--- src/rtl/cmplx_sq_avs.sv ---
// cmplx_sq_avs: Avalon-MM responder computing (a + jb)^2 through an IDLE -> MUL -> COMB sequence.
// Define CMPLX_SQ_IRQ_EN to build the avs_irq output and the CTRL.IRQ_EN bit.
module cmplx_sq_avs (
   input  logic        clk_clk,
   input  logic        reset_reset_n,
   input  logic [2:0]  avs_address,
   input  logic        avs_write,
   input  logic [31:0] avs_writedata,
   input  logic        avs_read,
   output logic [31:0] avs_readdata
`ifdef CMPLX_SQ_IRQ_EN
   ,
   output logic        avs_irq
`endif
);

   typedef enum logic [1:0] {
      S_IDLE = 2'd0,
      S_MUL  = 2'd1,
      S_COMB = 2'd2
   } state_t;

   state_t             state_reg;
   logic signed [15:0] a_reg, b_reg;
   logic signed [15:0] op_a_reg, op_b_reg;
   logic signed [31:0] aa_reg, bb_reg, ab_reg;
   logic signed [31:0] re_reg, im_reg;
   logic               done_reg, ovf_reg;
   logic [31:0]        readdata_reg;
   logic               irq_en;

   logic               wr_a, wr_b, wr_ctrl, wr_status;
   logic               start_acc, done_clr, comb_last;
   logic               done_next, ovf_next, ovf_calc;
   logic signed [31:0] ext_a, ext_b, re_next, im_next;
   logic [31:0]        rd_mux;
   logic               unused_wdata;

   assign wr_a      = avs_write && (avs_address == 3'd0);
   assign wr_b      = avs_write && (avs_address == 3'd1);
   assign wr_ctrl   = avs_write && (avs_address == 3'd2);
   assign wr_status = avs_write && (avs_address == 3'd3);

   assign start_acc = wr_ctrl && avs_writedata[0] && (state_reg == S_IDLE);
   assign done_clr  = wr_status && avs_writedata[1];
   assign comb_last = (state_reg == S_COMB);

   assign ext_a   = {{16{op_a_reg[15]}}, op_a_reg};
   assign ext_b   = {{16{op_b_reg[15]}}, op_b_reg};
   assign re_next = aa_reg - bb_reg;
   assign im_next = {ab_reg[30:0], 1'b0};
   // Doubling a*b overflows only when a*b = 2^30, i.e. a = b = -32768.
   assign ovf_calc = ab_reg[31] ^ ab_reg[30];

   assign unused_wdata = &{1'b0, avs_writedata[31:16]};

   always_comb begin
      done_next = done_reg;
      ovf_next  = ovf_reg;
      if (comb_last) begin
         done_next = 1'b1;
         ovf_next  = ovf_calc;
      end else if (start_acc) begin
         done_next = 1'b0;
         ovf_next  = 1'b0;
      end else if (done_clr) begin
         done_next = 1'b0;
      end
   end

   // A and B read back sign-extended to 32 bits.
   always_comb begin
      rd_mux = 32'd0;
      case (avs_address)
         3'd0:    rd_mux = {{16{a_reg[15]}}, a_reg};
         3'd1:    rd_mux = {{16{b_reg[15]}}, b_reg};
         3'd2:    rd_mux = {30'd0, irq_en, 1'b0};
         3'd3:    rd_mux = {29'd0, ovf_reg, done_reg, (state_reg != S_IDLE)};
         3'd4:    rd_mux = re_reg;
         3'd5:    rd_mux = im_reg;
         default: rd_mux = 32'd0;
      endcase
   end

`ifdef CMPLX_SQ_IRQ_EN
   logic irq_en_reg, irq_en_next, irq_reg;
   assign irq_en_next = wr_ctrl ? avs_writedata[1] : irq_en_reg;
   assign irq_en      = irq_en_reg;
   assign avs_irq     = irq_reg;

   // irq tracks the post-edge DONE so it rises and falls on the same edge as DONE.
   always_ff @(posedge clk_clk or negedge reset_reset_n) begin
      if (!reset_reset_n) begin
         irq_en_reg <= 1'b0;
         irq_reg    <= 1'b0;
      end else begin
         irq_en_reg <= irq_en_next;
         irq_reg    <= done_next & irq_en_next;
      end
   end
`else
   assign irq_en = 1'b0;
`endif

   always_ff @(posedge clk_clk or negedge reset_reset_n) begin
      if (!reset_reset_n) begin
         state_reg    <= S_IDLE;
         a_reg        <= '0;
         b_reg        <= '0;
         op_a_reg     <= '0;
         op_b_reg     <= '0;
         aa_reg       <= '0;
         bb_reg       <= '0;
         ab_reg       <= '0;
         re_reg       <= '0;
         im_reg       <= '0;
         done_reg     <= 1'b0;
         ovf_reg      <= 1'b0;
         readdata_reg <= '0;
      end else begin
         if (wr_a)
            a_reg <= avs_writedata[15:0];
         if (wr_b)
            b_reg <= avs_writedata[15:0];
         if (avs_read)
            readdata_reg <= rd_mux;
         done_reg <= done_next;
         ovf_reg  <= ovf_next;

         case (state_reg)
            S_IDLE: begin
               if (start_acc) begin
                  op_a_reg  <= a_reg;
                  op_b_reg  <= b_reg;
                  state_reg <= S_MUL;
               end
            end
            S_MUL: begin
               aa_reg    <= ext_a * ext_a;
               bb_reg    <= ext_b * ext_b;
               ab_reg    <= ext_a * ext_b;
               state_reg <= S_COMB;
            end
            S_COMB: begin
               re_reg    <= re_next;
               im_reg    <= im_next;
               state_reg <= S_IDLE;
            end
            default: state_reg <= S_IDLE;
         endcase
      end
   end

   assign avs_readdata = readdata_reg;

endmodule

--- config.mk ---
export PLATFORM = sky130hd
export DESIGN_NAME = cmplx_sq_avs
export DESIGN_NICKNAME = d
export VERILOG_FILES = /design/src/rtl/cmplx_sq_avs.sv
export SDC_FILE = /design/constraint.sdc
export NUM_CORES = 2
export LEC_CHECK = 0
export CAP_MARGIN = 10
export CORE_UTILIZATION = 60
export DETAILED_ROUTE_END_ITERATION = 10
export PLACE_DENSITY = 0.86
export SETUP_SLACK_MARGIN = 0.05
export SYNTH_ARGS = -nofsm -noshare
export SYNTH_HDL_FRONTEND = slang
export SYNTH_SLANG_ARGS = --single-unit
--- constraint.sdc ---
create_clock -name clk_clk -period 9.5 [get_ports clk_clk]
set_clock_uncertainty 0.15 [all_clocks]
set_input_delay 0.95 -clock clk_clk [delete_from_list [all_inputs] [get_ports clk_clk]]
set_output_delay 0.95 -clock clk_clk [all_outputs]
set_load 0.01 [all_outputs]
Routed metal per tile:
Drawn at 1.5 px/um. The die is cut into 26 by 26 equal tiles; dark blue is low, red is high, scaled to the fullest tile. Values are wire area over tile area, all layers added.
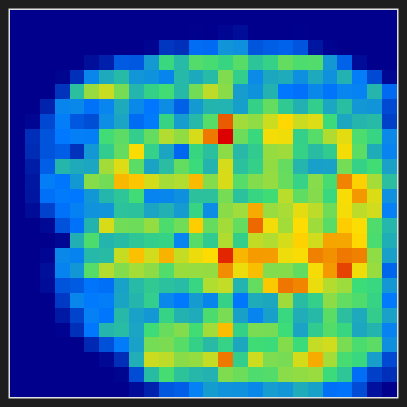
21% of the tiles are nearly empty. The fullest tile reaches 0.73. 32% of the tiles are over half the peak. The mean over all tiles is 0.26.
drt total wl: 99.5 mm
DR vias: 29.9k
Tot GR Track Use: 0.309
wire per inst: 19.6 um

Met2 routing:
Drawn at 2 px/um.
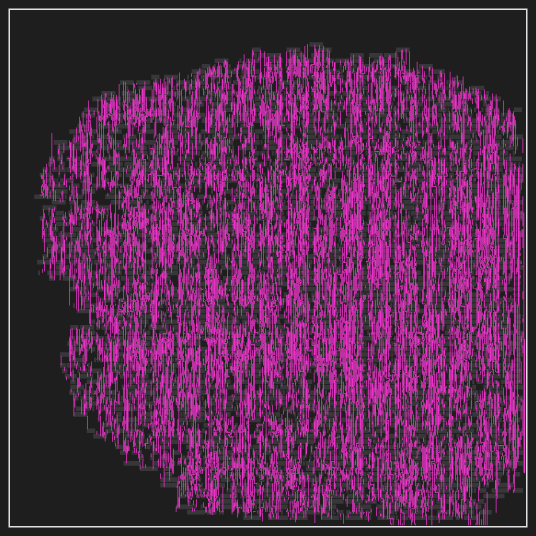
The layer holds 46% of the routed length. 4670 nets have wire on it. The longest straight run is 130 um.

==> ci_impl_report.md <==
### Flow metrics

| Metric | Value |
|---|---|
| Register share after synthesis | `0.164` |
| Async SR Flop Fraction | `1.00` |
| Cell Count, Final, Fillers Out | `5088` |
| Longest Clk Path Bufs | `3` |
| Most frequent cell after synthesis | `inv_1` |
| Slew headroom | `0.210` |
| Die X-Extent | `258 um` |
| Share of post-route cells with drive strength above 1 | `0.0444` |
| Hold Crit Class | `in2async` |
| CTS sink cnt | `257` |
| Final hold violation count | `0` |
| Area leader share | `0.372` |
| Post-route ant nets | `0` |
| Post-CTS Resized | `0` |
| Final core occ | `0.647` |
| Slowest CP cell | `dfrtp_1` |
| CTS Hold Bufs | `0` |
| CP max stage delay | `1.13 ns` |
| Registers, synthesis | `257` |
| Synth area leader | `fa_1` |
| Status | `finished, final reports clean` |
| Core area | `0.0646 sq mm` |
| Slew Viols, Final | `0` |
| Initial DRT Pass Iterations | `7` |
| Commonest flop | `dfrtp_1` |
| CP Launch Type | `flip-flop` |
| Post-route setup TNS | `0 ns` |
| Congestion Overflow GR | `0` |
| # IOs | `71` |
| CTS HTree Levels | `1` |
I/O pins on the die edge:
Drawn at 2 px/um. Pins as bars across the die edge, other pins in grey.
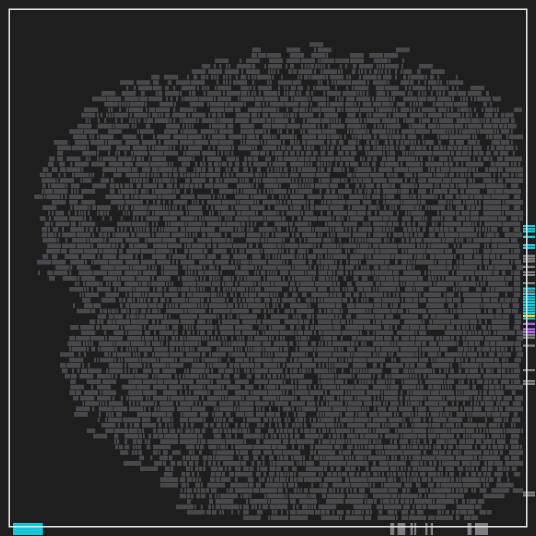
Yellow stands for avs_write, pins 1, direction input, edge right. Cyan stands for avs_writedata, pins 32, direction input, edge 16 right, 16 bottom. Purple stands for avs_address, pins 3, direction input, edge right.

==> cells in the final DEF (no fill, tap or decap), types with 17 or more instances in the layout <==
cell / netlist / routed
xnor2_1: 84 / 84
inv_1: 985 / 985
buf_4: 0 / 58
nand2b_1: 26 / 24
o21a_1: 24 / 24
nor2_1: 137 / 137
ha_1: 297 / 297
o31ai_1: 23 / 23
nand3_1: 31 / 31
nand2_1: 562 / 562
mux2_2: 48 / 48
and2_1: 177 / 177
a221oi_1: 30 / 30
o21ai_0: 171 / 171
a211oi_1: 17 / 17
a21oi_1: 105 / 105
dfrtp_1: 257 / 257
clkbuf_16: 0 / 29
o22ai_1: 34 / 34
and3_1: 24 / 24
xor2_1: 46 / 46
fa_1: 730 / 730
nor3_1: 28 / 28
clkdlybuf4s50_1: 0 / 53
a21o_1: 42 / 42
==> path summary, 6_finish.rpt <==
check	from	to	slack [ns]	cells past startpoint
hold reg to reg	ab_reg[5]	im_reg[6]	0.32	2
min in group clk_clk	ab_reg[5]	im_reg[6]	0.32	2
setup reg to reg	op_a_reg[12]	aa_reg[29]	1.61	24
max in group asynchronous	reset_reset_n	avs_readdata[17]	7.38	2
hold / removal	reset_reset_n	aa_reg[6]	0.28	1
setup / recovery	op_a_reg[12]	aa_reg[29]	1.61	24
==> worst max-delay path: cells and delay by family, from the launching register on <==
| family | cells | cell delay (ns) |
|---|---|---|
| adder cells (fa/ha/maj) | 7 | 3.28 |
| buffers and inverters | 8 | 0.90 |
| AND/OR/NAND/NOR | 4 | 1.11 |
| AND-OR/OR-AND | 5 | 1.23 |
| flip-flops | 1 | 1.13 |
==> cell type report <==
class / instances / area, sq um
Tap cell: 855 / 1070
Clock buffer: 40 / 827
Sequential cell: 257 / 6430
Inverter: 992 / 3720
Multi-Input combinational cell: 2820 / 28500
Clock inverter: 12 / 215
Timing Repair Buffer: 112 / 981
Fill cell: 4848 / 22800
==> per-layer routing <==
layer | up-vias | wire [um] | part of all wire | track usage
met5 | - | 26 | 0.00026 | 0
met2 | 1508 | 46000 | 0.46 | 0.495
met3 | 335 | 9000 | 0.090 | 0.0532
li1 | 13000 | - | - | -
met1 | 15000 | 36800 | 0.37 | 0.395
met4 | 4 | 7750 | 0.078 | 0.189
==> logic make-up after synthesis <==
kind of cell	after synthesis	share of synthesized area
buffers and inverters	1173	0.112
AND/OR/NAND/NOR	1048	0.121
adder cells (fa/ha/maj)	1027	0.466
AND-OR/OR-AND	564	0.0932
flip-flops	257	0.164
XOR/XNOR	130	0.0290
multiplexers	51	0.0146
==> metrics by stage <==
stage	area [sq um]	hold WS, ns	worst slack, ns
final	41800	0.277	1.61
after global routing	41800	0.336	1.28
after CTS	41800	0.317	1.79
after detailed placement	40700	0.304	1.86
after global placement	40700	0.299	1.96
after floorplan	39300	0.289	2.89
